<file path="config.mk">
export PLATFORM = sky130hd
export DESIGN_NAME = voice_bank_generator
export DESIGN_NICKNAME = d
export VERILOG_FILES = /design/src/rtl/voice_bank_generator.sv
export SDC_FILE = /design/constraint.sdc
export NUM_CORES = 1
export LEC_CHECK = 0
export CELL_PAD_IN_SITES_DETAIL_PLACEMENT = 1
export CELL_PAD_IN_SITES_GLOBAL_PLACEMENT = 1
export CORE_ASPECT_RATIO = 0.6
export CORE_UTILIZATION = 35
export CTS_BUF_LIST = sky130_fd_sc_hd__clkbuf_4 sky130_fd_sc_hd__clkbuf_8
export CTS_CLUSTER_SIZE = 30
export DETAILED_ROUTE_END_ITERATION = 8
export DONT_BUFFER_PORTS = 1
export PLACE_DENSITY_LB_ADDON = 0.1
export SYNTH_ARGS = -nofsm -noshare
export SYNTH_HDL_FRONTEND = slang
export SYNTH_SLANG_ARGS = --single-unit
</file>
<file path="constraint.sdc">
create_clock -name clk -period 19.9 [get_ports clk]
set_clock_uncertainty 0.15 [all_clocks]
set_input_delay 3.98 -clock clk [delete_from_list [all_inputs] [get_ports clk]]
set_output_delay 3.98 -clock clk [all_outputs]
set_load 0.01 [all_outputs]
</file>
<file path="src/rtl/voice_bank_generator.sv">
// voice_bank_generator: 16 keyed sawtooth voices with click-free release, feeding the wave-averaging mixer
module voice_bank_generator #(
  parameter logic [7:0] BASE_DIV = 8'd96,
  parameter logic [7:0] STEP_DIV = 8'd4
) (
  input  logic        clk,
  input  logic        reset,
  input  logic [15:0] keys,
  input  logic        sample_tick,
  output logic [15:0] playing,
  output logic [95:0] wave_bus,
  output logic        sample_valid
);
  typedef enum logic [1:0] {IDLE, PLAY, RELEASE} state_t;
  logic [15:0] k1_q, ks_q;
  logic sv_q;
  always_ff @(posedge clk or posedge reset)
    if (reset) begin
      k1_q <= '0;
      ks_q <= '0;
      sv_q <= 1'b0;
    end else begin
      k1_q <= keys;
      ks_q <= k1_q;
      sv_q <= sample_tick;
    end
  assign sample_valid = sv_q;
  for (genvar v = 0; v < 16; v++) begin : g_voice
    localparam logic [7:0] RELOAD = BASE_DIV - STEP_DIV * 8'(v) - 8'd1;
    state_t st_q;
    logic [5:0] ph_q;
    logic [7:0] dc_q;
    logic pl_q, wrap;
    assign wrap = dc_q == 8'd0;
    always_ff @(posedge clk or posedge reset)
      if (reset) begin
        st_q <= IDLE;
        ph_q <= '0;
        dc_q <= '0;
        pl_q <= 1'b0;
      end else case (st_q)
        IDLE: if (ks_q[v]) begin
          st_q <= PLAY;
          dc_q <= RELOAD;
          pl_q <= 1'b1;
        end
        PLAY: begin
          if (sample_tick) begin
            dc_q <= wrap ? RELOAD : dc_q - 8'd1;
            ph_q <= ph_q + {5'd0, wrap};
          end
          if (!ks_q[v]) st_q <= RELEASE;
        end
        default: begin
          if (sample_tick) begin
            dc_q <= wrap ? RELOAD : dc_q - 8'd1;
            ph_q <= ph_q + {5'd0, wrap};
          end
          // a wrapped sawtooth ends the note silently; re-press resumes without reload
          if (ks_q[v]) st_q <= PLAY;
          else if (ph_q == 6'd0) begin
            st_q <= IDLE;
            dc_q <= '0;
            ph_q <= '0;
            pl_q <= 1'b0;
          end
        end
      endcase
    assign playing[v] = pl_q;
    assign wave_bus[6*v +: 6] = pl_q ? ph_q : 6'd0;
  end
endmodule

</file>
run_1/gate_families.png
(1.5 px per µm)
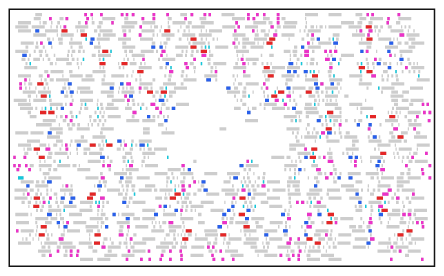
| colour | family | cells |
|---|---|---|
| red | adder and majority cells | 64 |
| magenta | AND and OR gates | 222 |
| cyan | inverters | 70 |
| blue | AND-OR and OR-AND gates | 101 |

run_1/final_placement.png
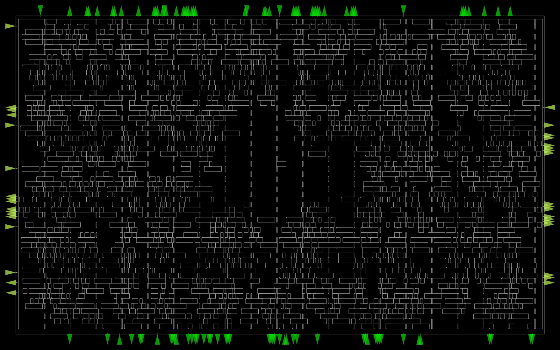
count of filler cells inserted in the layout: 5219
core footprint: 0.0465 mm²
flop share of the area: 0.420
num rows: 61
number of well-tap cells placed: 630

run_1/wire_density.png
(1 px per µm) 28 x 17 tiles, from dark purple (low) to yellow (high), scaled to the fullest tile. Values are wire area over tile area, all layers added.
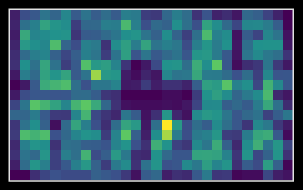
emptiest ninth of the die: centre
nearly empty tiles: 2.7%
fullest tile: 0.40
mean over tiles: 0.13
tiles over half the peak: 19%

==> impl_report.txt, run 1 <==
PHYSICAL IMPLEMENTATION REPORT
----------------------------------------------------
[Yosys]
  Avg Inst Size Synth ........................ 9.59 µm²
  Prevailing post-synth register cell ........................ sky130_fd_sc_hd__dfrtp_1
  Top non-seq family ........................ simple AND/OR/NAND/NOR gates
  Area fraction in full adders, half adders and majority gates ........................ 0.0484
  Cells in synth_stat.txt ........................ 1723
  Cell type with the highest aggregate area in the netlist ........................ sky130_fd_sc_hd__dfrtp_1
  Register area share after synthesis ........................ 0.462
  Area fraction in mux cells ........................ 0.0116
  Area of the synthesized netlist per yosys stat ........................ 0.0165 mm²
  Simple-gate share of the synthesized area ........................ 0.247
  Leading post-synthesis cells by cell area ........................ sky130_fd_sc_hd__dfrtp_1 46%, sky130_fd_sc_hd__ha_1 4.8%, sky130_fd_sc_hd__and2_1 3.9%
  Complex Gates by Area ........................ 0.159

[Power and ir drop]
  P_leak ........................ 8.30 nW
  Total net switching power ........................ around 0.60 mW
  Sequential power ........................ 0.845 mW
  Power after layout ........................ 1.81 mW
  Switching power share of the total ........................ 0.329
  Combinational group power ........................ 0.342 mW
  Internal power contribution ........................ 1.22 mW
  Total clock network power ........................ 0.625 mW
  Clock power share ........................ 0.345
  Share of power burned in combinational logic ........................ 0.189

[Drt]
  Highest metal layer with signal wires ........................ met4
  Amount of wire on met2 after detailed routing ........................ 17400 µm
  Initial DRC Count ........................ 680
  First-pass DRT Iterations ........................ 5
  Avg Vias per Cell ........................ 5.46
  DRT met1 WL ........................ 21900 µm
  Routed length per instance ........................ 17.4 µm

[Worst hold path]
  Hold path depth ........................ 0
  Critical hold path startpoint ........................ k1_q[13]
  End of the worst hold path ........................ ks_q[13]

[Status]
  Status ........................ complete, no violations

[Worst setup path]
  Slack of the worst reg-to-reg path ........................ 17270 ps
  Cell breakdown of the critical path ........................ and2_1
  Path type of the worst setup path ........................ flop to output port
  Element type at the critical path start ........................ flop
  Endpoint type of the worst setup path ........................ output port
  CP max FO ........................ 8
  Capture instance of the worst register-to-register path ........................ g_voice[11].ph_q[5]

[CTS]
  CTS tree ........................ yes
  Insertion delay to the later sink of the worst-skew pair ........................ 600 ps
  CTS sink count ........................ 305
  Post-cts repair resize count ........................ 0
  Num CTS Buffers ........................ 51
  Post-CTS Setup Repair Bufs ........................ 0
  Number of hold-repair buffers added at the cts stage ........................ 0

[Floorplanning]
  Share of the core filled by cells before placement ........................ 0.356
  IO Count ........................ 132
  Horizontal extent of the die ........................ 283 µm

[Cells and area]
  Commonest non-fill, non-tap cell in the layout ........................ sky130_fd_sc_hd__dfrtp_1
  Area grow syn2layout ........................ 9.88%
  Logic cell area ........................ just over 0.008 mm²
  Registers with the most flip-flops ........................ g_voice.dc_q x112, g_voice.ph_q x96, g_voice.st_q x32
  Final layout net count ........................ about 1800
  Register name with the most flops ........................ g_voice.dc_q
  Final Non-Filler Cells ........................ ~2400

[GRT]
  Met1 Usage GRT ........................ 0.263
  Global Route met3 Usage ........................ 0.0310
  Largest net degree at the start of global routing ........................ 172
  GRT busiest layer ........................ met1
  Global-route wire length before repair ........................ 69800 µm
  All-layer global routing usage ........................ 0.174
  Aggregate global routing overflow ........................ 0
  Met2 usage ........................ 0.256

[STA]
  Max Clk Rate ........................ roughly 0.18 GHz
  Remaining max-slew budget at the tightest pin ........................ 0.292
  RSZ-0062 raised after global routing ........................ false

[Job]
  Total number of warnings across the stage logs ........................ 46

----------------------------------------------------
## run 1: area by class of cell
| type | count | share of cell area |
|---|---|---|
| tap | 630 | 0.0434 |
| clock inverter | 5 | 0.00413 |
| inverter | 70 | 0.0149 |
| multi-input combinational | 1281 | 0.458 |
| sequential | 305 | 0.420 |
| timing repair buffer | 2 | 0.00152 |
| clock buffer | 85 | 0.0582 |
## run 1: metrics by stage
| stage | hold WS, ps | worst slack (ps) | instance area (µm²) |
|---|---|---|---|
| floorplan | 181 | 7340 | 16500 |
| global placement | 185 | 13990 | 17000 |
| detailed placement | 186 | 13970 | 17000 |
| CTS | 198 | 14310 | 18200 |
| global route | 204 | 14280 | 18200 |
| finish | 197 | 14370 | 18200 |
run_1/metal_stack.png
(1.5 px per µm) Two of the layers only.
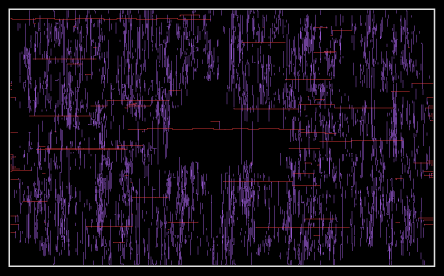

==> run 2, diff against run 1 <==
- clock period: 19.9 -> 5.35 ns (I/O delays scaled with it)
run_2/metal_stack.png
(1.5 px per µm) Two of the layers only.
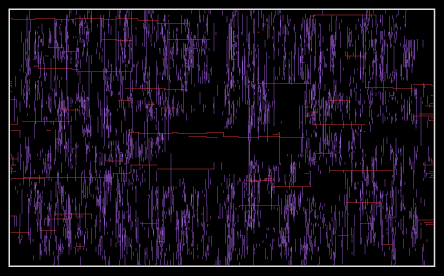
| colour | layer | wire length |
|---|---|---|
| purple | met2 | 17300 µm |
| red | met3 | 1270 µm |

run_2/gate_families.png
(1.5 px per µm)
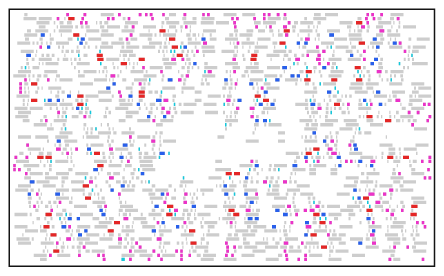
| colour | family | cells |
|---|---|---|
| magenta | AND and OR gates | 222 |
| blue | AND-OR and OR-AND gates | 101 |
| red | adder and majority cells | 64 |
| cyan | inverters | 70 |

run_2/wire_density.png
(1 px per µm) 28 x 17 tiles, from dark purple (low) to yellow (high), scaled to the fullest tile. Values are wire area over tile area, all layers added.
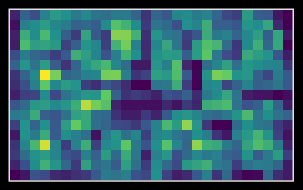
all-layer global routing usage: 0.175
overall via count from detail_route: 13000
Detailed Route WL: 41400 µm

==> impl_report.txt, run 2 <==
PHYSICAL IMPLEMENTATION REPORT
----------------------------------------------------
[CTS]
  Root buffer cell ........................ sky130_fd_sc_hd__clkbuf_8 (unchanged)
  Post-CTS Setup Repair Bufs ........................ 0 (unchanged)
  Number of hold-repair buffers added at the cts stage ........................ 0 (unchanged)
  Post-cts repair resize count ........................ 0 (unchanged)
  Number of levels the H-tree was split into ........................ 2 (unchanged)
  Clock Pin Slew Worst Setup and Hold Paths ........................ 70 ps (was 60 ps)
  Num CTS Buffers ........................ 53 (was 51)
  CTS sink count ........................ 305 (unchanged)
  Insertion delay to the later sink of the worst-skew pair ........................ 610 ps (was 600 ps)
  CTS tree ........................ yes (unchanged)
  Clock buffer depth ........................ 3 (unchanged)

[Cells and area]
  Logic cell area ........................ 0.00831 mm² (unchanged)
  FF/Latch Area ........................ 0.00763 mm² (unchanged)
  Commonest non-fill, non-tap cell in the layout ........................ sky130_fd_sc_hd__dfrtp_1 (unchanged)
  Flip-flop and latch count ........................ 305 (unchanged)
  Registers with the most flip-flops ........................ g_voice.dc_q x112, g_voice.ph_q x96, g_voice.st_q x32 (unchanged)
  Flop share of the area ........................ 0.417 (was 0.420)
  Biggest area consumer among cell classes ........................ multi-input combinational cells (unchanged)
  Count of filler cells inserted in the layout ........................ 5252 (was 5219)
  Share of the final layout cell area in multi-input gates ........................ 0.455 (was 0.458)
  Final-layout clock-cell area share ........................ 0.0673 (was 0.0623)
  Most numerous logic cells after layout ........................ 305 x sky130_fd_sc_hd__dfrtp_1, 145 x sky130_fd_sc_hd__nor2_1, 138 x sky130_fd_sc_hd__nand2_1 (unchanged)
  Fraction of area in non-clock buffers ........................ 0.00274 (was 0.00152)
  Inverter count of the layout excluding clock inverters ........................ 70 (unchanged)
  Diodes inserted ........................ 0 (unchanged)
  Non-Clock Buffer Count ........................ 5 (was 2)
  Multi-input combinational gate total ........................ 1281 (unchanged)
  Clock buf count ........................ 79 (was 85)
  Final layout net count ........................ 1799 (was 1794)
  Area grow syn2layout ........................ 10.6% (was 9.88%)
  Share of post-route cells with drive strength above 1 ........................ 0.0898 (was 0.0835)
  Register name with the most flops ........................ g_voice.dc_q (unchanged)

[Drt]
  Avg Vias per Cell ........................ 5.45 (was 5.46)
  Routed length per instance ........................ 17.3 µm (was 17.4 µm)
  First-pass DRT Iterations ........................ 5 (unchanged)
  Initial DRC Count ........................ 700 (was 680)
  Final antenna-violating net count ........................ 0 (unchanged)
  Residual DRC count ........................ 0 (unchanged)

[STA]
  Worst Tran Pin Value ........................ 1040 ps (was 1050 ps)
  Remaining max-slew budget at the tightest pin ........................ 0.294 (was 0.292)
  Post-Route Setup TNS ........................ 0 ps (unchanged)
  Count of endpoints failing setup in the final report ........................ 0 (unchanged)
  Max Clk Rate ........................ 0.379 GHz
  Final period utilization ........................ 0.493
  Total count of hold-check failures in the final report ........................ 0 (unchanged)
  RSZ-0062 raised after global routing ........................ false (unchanged)
  Clock period minus worst slack ........................ 2640 ps

[Power and ir drop]
  Sequential power ........................ 3.14 mW (was 0.845 mW)
  Peak supply drop ........................ 0.000185 V (was 0.0000363 V)
  Power per cell area ........................ 375 mW/mm² (was 99.7 mW/mm²)
  Clock power share ........................ 0.358 (was 0.345)
  P_leak ........................ 8.35 nW (was 8.30 nW)
  Switching power share of the total ........................ 0.331 (was 0.329)
  Share of power burned in combinational logic ........................ 0.184 (was 0.189)
  Combinational group power ........................ 1.26 mW (was 0.342 mW)
  Top Consumer ........................ registers (unchanged)
  Total net switching power ........................ 2.27 mW (was 0.596 mW)
  Internal power contribution ........................ 4.59 mW (was 1.22 mW)
  Relative contribution of sequential cells to total power ........................ 0.458 (was 0.466)
  Total clock network power ........................ 2.46 mW (was 0.625 mW)
  Power after layout ........................ 6.86 mW (was 1.81 mW)

[Yosys]
  Simple-gate share of the synthesized area ........................ 0.247 (unchanged)
  Area of the synthesized netlist per yosys stat ........................ 0.0165 mm² (unchanged)
  Prevailing post-synth register cell ........................ sky130_fd_sc_hd__dfrtp_1 (unchanged)
  Post-synthesis instance total ........................ 1723 (unchanged)
  Warnings from Yosys ........................ 0 (unchanged)
  Flops after synth ........................ 305 (unchanged)
  Area fraction in mux cells ........................ 0.0116 (unchanged)
  Count of unique library cells instantiated by Yosys ........................ 69 (unchanged)
  Share of flip-flops with an asynchronous set or reset ........................ 1.00 (unchanged)
  Register area share after synthesis ........................ 0.462 (unchanged)
  Top non-seq family ........................ simple AND/OR/NAND/NOR gates (unchanged)
  Most frequent cell after synthesis ........................ sky130_fd_sc_hd__dfrtp_1 (unchanged)
  Cell types with the highest counts after synthesis ........................ 305 x sky130_fd_sc_hd__dfrtp_1, 145 x sky130_fd_sc_hd__nor2_1, 138 x sky130_fd_sc_hd__nand2_1 (unchanged)
  Area fraction in full adders, half adders and majority gates ........................ 0.0484 (unchanged)
  Post-synthesis instance area ........................ 0.0165 mm² (unchanged)
  Cell type with the highest aggregate area in the netlist ........................ sky130_fd_sc_hd__dfrtp_1 (unchanged)
  Cells in synth_stat.txt ........................ 1723 (unchanged)
  Avg Inst Size Synth ........................ 9.59 µm² (unchanged)
  Complex Gates by Area ........................ 0.159 (unchanged)
  Leading post-synthesis cells by cell area ........................ sky130_fd_sc_hd__dfrtp_1 46%, sky130_fd_sc_hd__ha_1 4.8%, sky130_fd_sc_hd__and2_1 3.9% (unchanged)
  Number of nets at floorplan ........................ 1806 (unchanged)

[Floorplanning]
  Core footprint ........................ 0.0465 mm² (unchanged)
  Num rows ........................ 61 (unchanged)
  IO Count ........................ 132 (unchanged)
  Chip height ........................ 170 µm (unchanged)
  Number of well-tap cells placed ........................ 630 (unchanged)
  Horizontal extent of the die ........................ 283 µm (unchanged)
  Share of the core filled by cells before placement ........................ 0.356 (unchanged)

[Worst hold path]
  Critical hold path startpoint ........................ k1_q[6] (was k1_q[13])
  Min-Delay Path Class ........................ flop to flop (unchanged)
  End of the worst hold path ........................ ks_q[6] (was ks_q[13])
  Hold path depth ........................ 0 (unchanged)

[Worst setup path]
  Startpoint of the worst register-to-register path ........................ g_voice[12].dc_q[3] (was g_voice[11].dc_q[2])
  Endpoint type of the worst setup path ........................ output port (unchanged)
  Critical path required time ........................ 4130 ps (was 15770 ps)
  Slack of the worst reg-to-reg path ........................ 2790 ps (was 17270 ps)
  WP buf/inv ........................ 0 (unchanged)
  Capture instance of the worst register-to-register path ........................ g_voice[12].ph_q[5] (was g_voice[11].ph_q[5])
  Peak per-stage delay on the critical path ........................ 560 ps (about the same)
  CP delay by family, top ........................ flip-flops (unchanged)
  R2R depth ........................ 7 (unchanged)
  Cell breakdown of the critical path ........................ and2_1 (unchanged)
  Path type of the worst setup path ........................ flop to output port (unchanged)
  CP Capture Point ........................ wave_bus[46] (was wave_bus[44])
  Total number of cells along the worst setup path ........................ 1 (unchanged)
  CP max FO ........................ 8 (unchanged)
  Element type at the critical path start ........................ flop (unchanged)
  Slowest cell on crit path ........................ sky130_fd_sc_hd__dfrtp_1 (unchanged)
  Critical path arrival ........................ 1420 ps (was 1400 ps)

[Placed design]
  Tally of buffers added on design ports ........................ 0 (unchanged)
  Placer congestion estimate ........................ 0.770 (was 0.772)

[GRT]
  Global-route wire length before repair ........................ 69700 µm (was 69800 µm)
  Aggregate global routing overflow ........................ 0 (unchanged)
  Largest net degree at the start of global routing ........................ 143 (was 172)
  Initial antenna violation count ........................ 0 (unchanged)

[Job]
  Total number of warnings across the stage logs ........................ 46 (unchanged)

[Status]
  Status ........................ complete, no violations (unchanged)

----------------------------------------------------
## run 2: metrics by stage
| step | worst slack, ps | utilization | std cells | hold WS (ps) | area (µm²) |
|---|---|---|---|---|---|
| finish | 2710 | 0.393 | 2390 | 196 | 18300 |
| global route | 2600 | 0.393 | 2390 | 208 | 18300 |
| CTS | 2640 | 0.393 | 2390 | 200 | 18300 |
| detailed placement | 2320 | 0.367 | 2291 | 186 | 17100 |
| global placement | 2390 | 0.367 | 2291 | 182 | 17100 |
| floorplan | 73.0 | - | 1723 | 181 | 16500 |
## run 2: per-layer routing
metal / global-route usage / part of all wire / routed length (µm)
met5: 0 / 0 / 0
met4: 0.0454 / 0.020 / 808
met3: 0.0313 / 0.031 / 1270
met2: 0.255 / 0.42 / 17300
met1: 0.263 / 0.53 / 21900
No activity file was given, so power comes from the tool's default toggle rates.
